[src/rtl/rr_counter_arbiter_if.sv]
// Request/grant bundle between requesters and the round-robin counter arbiter.
// The master side drives requests and done; the slave side (the arbiter) drives the grant.
interface rr_counter_arbiter_if #(
    parameter int N_REQ = 4
) ();
    localparam int W = (N_REQ > 1) ? $clog2(N_REQ) : 1;

    logic [N_REQ-1:0] req;
    logic             done;
    logic [N_REQ-1:0] gnt;
    logic             gnt_valid;
    logic [W-1:0]     gnt_id;
    logic             timeout;

    modport master (output req, done, input gnt, gnt_valid, gnt_id, timeout);
    modport slave  (input req, done, output gnt, gnt_valid, gnt_id, timeout);
endinterface

[src/rtl/rr_counter_arbiter.sv]
// Round-robin arbiter for one shared modulo counter. A grant is held until done,
// owner withdrawal or MAX_HOLD cycles, then one idle cycle is forced before the next grant.
module rr_counter_arbiter #(
    parameter int N_REQ    = 4,
    parameter int MAX_HOLD = 8
) (
    input logic              clk,
    input logic              rst_n,
    rr_counter_arbiter_if.slave arb
);
    localparam int W  = (N_REQ > 1) ? $clog2(N_REQ) : 1;
    localparam int HW = (MAX_HOLD > 1) ? $clog2(MAX_HOLD + 1) : 1;
    localparam logic [W-1:0]  LAST_ID   = W'(N_REQ - 1);
    localparam logic [W:0]    NREQ_EXT  = (W + 1)'(N_REQ);
    localparam logic [HW-1:0] HOLD_LAST = HW'(MAX_HOLD - 1);
    localparam logic [HW-1:0] HOLD_ONE  = HW'(1);

    typedef enum logic {IDLE, BUSY} state_t;

    state_t           state_q;
    logic [W-1:0]     ptr_q;
    logic [HW-1:0]    hold_cnt_q;
    logic [N_REQ-1:0] gnt_q;
    logic [W-1:0]     gnt_id_q;
    logic             timeout_q;

    logic             found;
    logic [W-1:0]     winner;
    logic [W:0]       idx_ext;
    logic [N_REQ-1:0] win_oh;
    logic [W-1:0]     ptr_d;
    logic             rel_done, rel_wd, rel_to, release_now;

    // Scan ptr, ptr+1 .. wrapping; the first requester found wins.
    always_comb begin
        found   = 1'b0;
        winner  = '0;
        idx_ext = '0;
        for (int k = 0; k < N_REQ; k++) begin
            idx_ext = {1'b0, ptr_q} + (W + 1)'(k);
            if (idx_ext >= NREQ_EXT) idx_ext = idx_ext - NREQ_EXT;
            if (!found && arb.req[idx_ext[W-1:0]]) begin
                found  = 1'b1;
                winner = idx_ext[W-1:0];
            end
        end
    end

    assign win_oh = N_REQ'(1) << winner;
    assign ptr_d  = (winner == LAST_ID) ? '0 : winner + W'(1);

    assign rel_done    = arb.done;
    assign rel_wd      = !arb.req[gnt_id_q];
    assign rel_to      = (hold_cnt_q == HOLD_LAST);
    assign release_now = rel_done | rel_wd | rel_to;

    always_ff @(posedge clk or negedge rst_n) begin
        if (!rst_n) begin
            state_q    <= IDLE;
            ptr_q      <= '0;
            hold_cnt_q <= '0;
            gnt_q      <= '0;
            gnt_id_q   <= '0;
            timeout_q  <= 1'b0;
        end else begin
            timeout_q <= 1'b0;
            case (state_q)
                IDLE: begin
                    if (found) begin
                        state_q    <= BUSY;
                        gnt_q      <= win_oh;
                        gnt_id_q   <= winner;
                        hold_cnt_q <= '0;
                        ptr_q      <= ptr_d;
                    end
                end
                BUSY: begin
                    if (release_now) begin
                        state_q    <= IDLE;
                        gnt_q      <= '0;
                        gnt_id_q   <= '0;
                        hold_cnt_q <= '0;
                        // Only a pure hold-limit release is reported as a timeout.
                        timeout_q  <= rel_to & !rel_done & !rel_wd;
                    end else begin
                        hold_cnt_q <= hold_cnt_q + HOLD_ONE;
                    end
                end
                default: state_q <= IDLE;
            endcase
        end
    end

    assign arb.gnt       = gnt_q;
    assign arb.gnt_valid = |gnt_q;
    assign arb.gnt_id    = gnt_id_q;
    assign arb.timeout   = timeout_q;
endmodule

[src/flat_wrapper.sv]
// flat-port wrapper written by rule: the top's interface ports become plain ports
module rr_counter_arbiter_flat 
#(
    parameter int N_REQ    = 4,
    parameter int MAX_HOLD = 8
)
  (clk, rst_n, arb_req, arb_done, arb_gnt, arb_gnt_valid, arb_gnt_id, arb_timeout);
  rr_counter_arbiter_if #(.N_REQ(N_REQ)) arb_i ();
  input logic clk;
  input logic rst_n;
  input wire logic [$bits(arb_i.req)-1:0] arb_req;
  input wire logic [$bits(arb_i.done)-1:0] arb_done;
  output wire logic [$bits(arb_i.gnt)-1:0] arb_gnt;
  output wire logic [$bits(arb_i.gnt_valid)-1:0] arb_gnt_valid;
  output wire logic [$bits(arb_i.gnt_id)-1:0] arb_gnt_id;
  output wire logic [$bits(arb_i.timeout)-1:0] arb_timeout;
  assign arb_i.req = arb_req;
  assign arb_i.done = arb_done;
  assign arb_gnt = arb_i.gnt;
  assign arb_gnt_valid = arb_i.gnt_valid;
  assign arb_gnt_id = arb_i.gnt_id;
  assign arb_timeout = arb_i.timeout;
  rr_counter_arbiter #(.N_REQ(N_REQ), .MAX_HOLD(MAX_HOLD)) u_core (.clk(clk), .rst_n(rst_n), .arb(arb_i));
endmodule
[config.mk]
export PLATFORM = sky130hd
export DESIGN_NAME = rr_counter_arbiter_flat
export DESIGN_NICKNAME = d
export VERILOG_FILES = /design/src/rtl/rr_counter_arbiter_if.sv /design/src/rtl/rr_counter_arbiter.sv /design/src/flat_wrapper.sv
export SDC_FILE = /design/constraint.sdc
export NUM_CORES = 1
export LEC_CHECK = 0
export CAP_MARGIN = 20
export CORE_ASPECT_RATIO = 1.1
export CORE_MARGIN = 8
export CORE_UTILIZATION = 35
export DETAILED_ROUTE_END_ITERATION = 6
export MAX_ROUTING_LAYER = met4
export PLACE_DENSITY_LB_ADDON = 0.25
export SYNTH_ARGS = -nofsm -noshare
export SYNTH_HDL_FRONTEND = slang
export SYNTH_SLANG_ARGS = --single-unit
[constraint.sdc]
create_clock -name clk -period 1.6 [get_ports clk]
set_clock_uncertainty 0.1 [all_clocks]
set_input_delay 0.4 -clock clk [delete_from_list [all_inputs] [get_ports clk]]
set_output_delay 0.4 -clock clk [all_outputs]
set_load 0.005 [all_outputs]
### Sequential cells grouped by signal name, run 1

Other sequential cells in the stronger grey, the rest of the logic in the fainter grey.
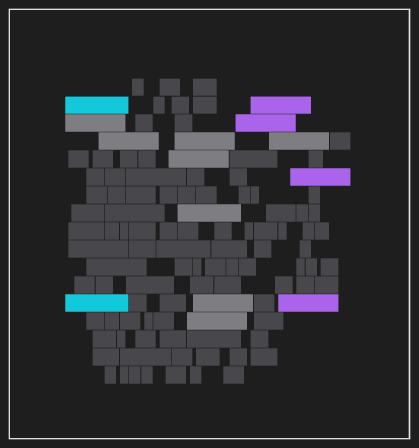
netlist name	colour	sequential cells
u_core.hold_cnt_q	purple	4
u_core.ptr_q	cyan	2
not coloured	8
Register Area: 354.1 um^2
sequential power: 0.594 mW
Util after Layout: 63.53%
Seq/total area: 27.58%

### Routing congestion map, run 1

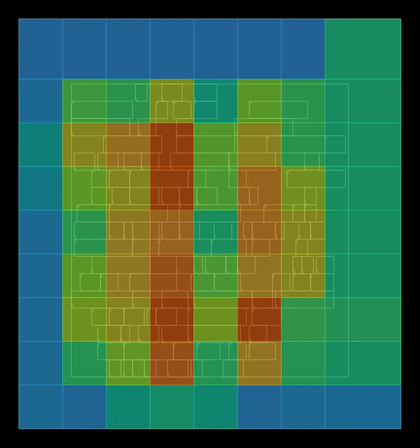
gr busiest metal: met2
WL/cell: 14.70 um
met1 GRT Util: 11.39%
All-Layer GR Usage: 11.35%
GR Layer Usage met2: 21.12%

### Metal 1, run 1

Supply wires on this layer in grey.
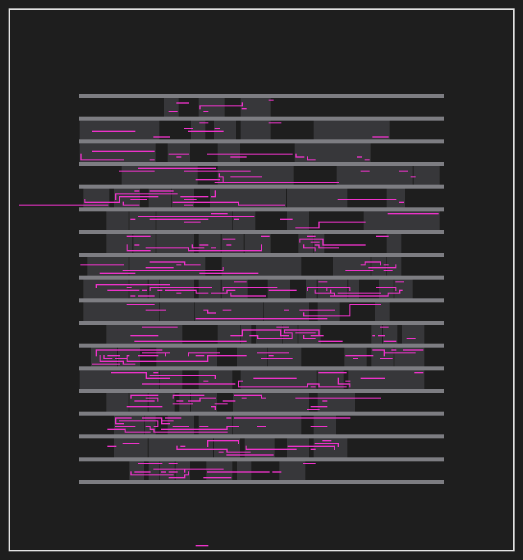
longest straight run	15.6 um
wire length on this layer	786 um
main direction	horizontal
drt total wl: 2.043 mm
vias: 701

==> impl_metrics.csv, run 1 <==
group,metric,value,unit
sta,fin_ws,-0.2289,ns
setup_path,critPathTopFamily,"simple AND/OR/NAND/NOR gates",
setup_path,crit_chain,"or4_1 -> buf_2",
sta,rsz0062_at_grt,"true",
setup_path,rrSetupSlack,-0.11,ns
synthesis,ys_sh_simple,16.75,%
synthesis,most_common_cell,"dfrtp_1",
pwr,comb_power_share,58.1,%
final_layout,layoutNonFillerInstCount,139,
final_layout,sh_comb_area,41.13,%
routing,dr.pass1.iters,4,
outcome,violations,"setup timing",
final_layout,nets,124,
final_layout,clkbuf_count,4,
final_layout,syn2layout_area_growth,70.15,%
outcome,status,"complete, but fails checks",
sta,finalSetupViolCount,6,
pwr,p_clk_share,12.8,%
floorplan,die_w,60.27,um
setup_path,r2r-end,"u_core.ptr_q[1]",
final_layout,inv_count,5,
sta,clock.fmax,546.8,MHz
clock_tree,numCtsBuffers,3,
setup_path,start_kind,"flip-flop",
final_layout,final_layout_top_logic_cells,"17 x buf_4, 11 x dfrtp_1, 5 x a22o_1",
final_layout,combGateArea,528.0,um^2
setup_path,crit_path_top_delay_cell,"or4_1",
clock_tree,clock_sinks,14,
setup_path,arrival,1.33,ns
pwr,power,2.040,mW
### The metal 2 layer, run 1

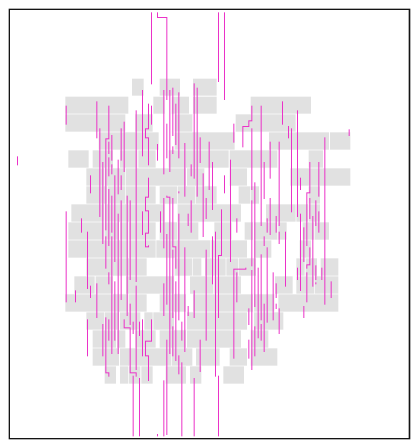

==> run 2, diff against run 1 <==
--- a/config.mk
+++ b/config.mk
@@ -14,2 +14,3 @@
 export PLACE_DENSITY_LB_ADDON = 0.25
+export SLEW_MARGIN = 5
 export SYNTH_ARGS = -nofsm -noshare
==> constraint.sdc (replaced) <==
create_clock -name clk -period 1.6 [get_ports clk]
set_clock_uncertainty 0.1 [all_clocks]
set_input_delay 0.32 -clock clk [delete_from_list [all_inputs] [get_ports clk]]
set_output_delay 0.32 -clock clk [all_outputs]
set_load 0.005 [all_outputs]
### The metal 2 layer, run 2

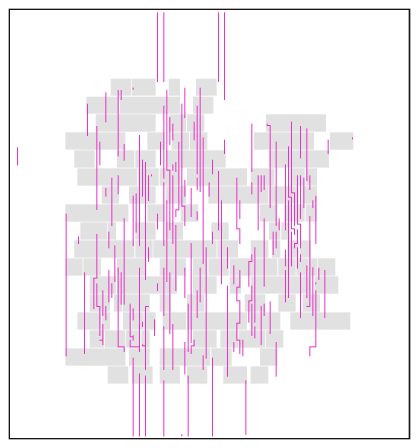
main direction	vertical
wire length on this layer	1,010 um
share of all routed wire	51%
drt total wl: 1.982 mm
GR Layer Usage met2: 18.32%
vias: 700

### Routing congestion map, run 2

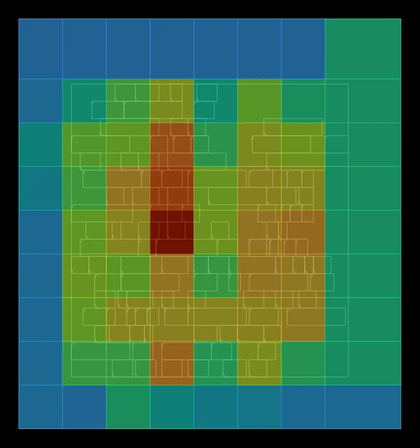
met1 GRT Util: 13.00%
GR Util met3: 3.945%
All-Layer GR Usage: 11.47%
WL/cell: 14.36 um

### Metal 1, run 2

Supply wires on this layer in grey.
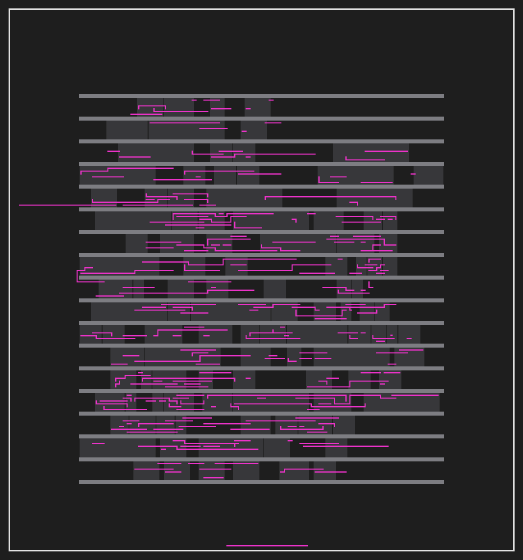
wire length on this layer	867 um
nets with wire on the layer	112

==> run 2 against run 1 <==
  * The flow still finishes with violations (setup timing)
  * First-iteration DRC count is 50% lower
  * Wire length is 3.0% lower
  * Cell area is 4.5% lower
  * Sequential share of layout area is 1.2 points higher
  * Clock power hardly changed
  * Non-clock buffer count is 1 lower
  * Critical path type unchanged
  * Critical endpoint unchanged
  * Largest power group unchanged
  * Highest routed layer is now met4
==> impl_metrics.csv, run 2 <==
group,metric,value,unit
outcome,status,"complete, but fails checks",
outcome,violations,"setup timing",
pwr,comb_power_share,56.2,%
synthesis,synth_stat.cells,71,
final_layout,syn2layout_area_growth,62.52,%
global_route,grt_busiest_layer,"met2",
synthesis,topCellsByArea,"dfrtp_1 46%, ha_1 8.3%, a22o_1 5.8%",
routing,route.detailed.drc,0,
floorplan,die_w,60.27,um
synthesis,most_common_cell,"dfrtp_1",
sta,rsz0062_at_grt,"true",
setup_path,rrSetupSlack,-0.10,ns
final_layout,sh_comb_area,38.88,%
final_layout,final_layout_top_logic_cells,"18 x buf_4, 12 x dfrtp_1, 9 x dlygate4sd2_1",
setup_path,crit_path_top_delay_cell,"or4_1",
sta,clock.fmax,578.7,MHz
final_layout,seq_area_share,28.78,%
pwr,p_seq,0.581,mW
global_route,grt_pass1_wl,3.401,mm
final_layout,combGateArea,476.7,um^2
pwr,power,1.917,mW
final_layout,inv_count,5,
sta,finalSetupViolCount,6,
synthesis,ys_seq_share,46.43,%
setup_path,start_kind,"flip-flop",
final_layout,clkbuf_count,4,
setup_path,crit_chain,"or4_1 -> buf_2",
synthesis,ys_sh_simple,16.75,%
sta,max_slew.worst_pin.slew,0.2699,ns
sta,fin_ws,-0.1280,ns
final_layout,nets,123,
pwr,p_clk_share,13.5,%
routing,via_per_inst,5.072,
clock_tree,numCtsBuffers,3,
final_layout,postLayoutCoreUtil,60.68,%
routing,dr.pass1.iters,4,
synthesis,edf_count,0,
final_layout,layoutNonFillerInstCount,138,
setup_path,critPathTopFamily,"simple AND/OR/NAND/NOR gates",
setup_path,r2r-end,"u_core.arb.gnt[2]",
final_layout,seqCellArea,352.8,um^2
synthesis,ys_sh_xor,0,%
==> run 3, diff against run 2 <==
- CTS_CLUSTER_SIZE: unset -> 25
### Metal 1, run 3

Supply wires on this layer in grey.
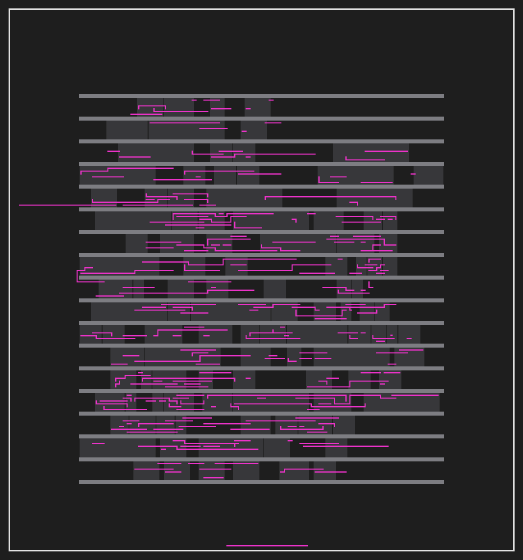
nets with wire on the layer	112
share of all routed wire	44%
main direction	horizontal
longest straight run	16.6 um

### Routing congestion map, run 3

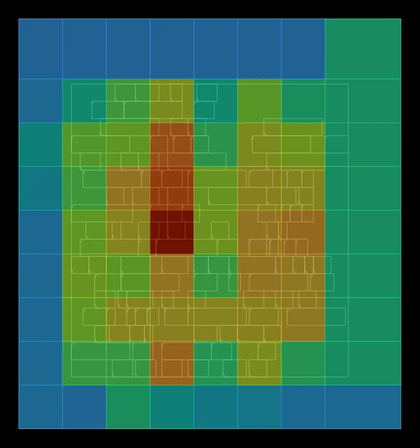
Util after Layout: 60.68%

### Nets reached from selected ports, run 3

Scale bar: 20 um.
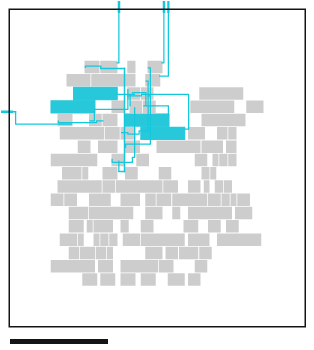
port	colour	bits	direction	end cells	buffers	wire
arb_gnt	cyan	4	output	4	9	205 um
I/O Buffers: 14
io pins: 15

==> run 3 against run 2 <==
  * The run still ends with setup timing left
  * Worst hold slack stayed put
  * Fmax stayed put
  * Sequential cell count stayed put
  * Non-clock buffer count stayed put
  * Final cell count stayed put
  * Worst setup slack stayed put
  * Clock-buffer cell count stayed put
  * Wire length stayed put
  * Register-to-register slack hardly changed
  * Combinational power hardly changed
  * Largest cell class unchanged
  * Largest power group unchanged
==> impl_metrics.csv, run 3 <==
group,metric,value,unit
outcome,status,"complete, but fails checks",
global_route,grt_usage,11.47,%
final_layout,final_layout_top_logic_cells,"18 x buf_4, 12 x dfrtp_1, 9 x dlygate4sd2_1",
synthesis,ys_seq_share,46.43,%
pwr,comb_power_share,56.2,%
floorplan,die_w,60.27,um
routing,route.detailed.drc,0,
synthesis,edf_count,0,
sta,rsz0062_at_grt,"true",
global_route,met1_usage,13.00,%
sta,max_slew.worst_pin.slew,0.2699,ns
routing,dr.pass1.iters,4,
routing,num_vias,700,
pwr,p_clk_share,13.5,%
global_route,grt_use_met2,18.32,%
sta,fin_ws,-0.1280,ns
outcome,violations,"setup timing",
setup_path,start_kind,"flip-flop",
routing,via_per_inst,5.072,
setup_path,r2r-end,"u_core.arb.gnt[2]",
final_layout,syn2layout_area_growth,62.52,%
sta,finalSetupViolCount,6,
routing,wl_per_cell,14.36,um
synthesis,most_common_cell,"dfrtp_1",
No activity file was given, so power comes from the tool's default toggle rates.
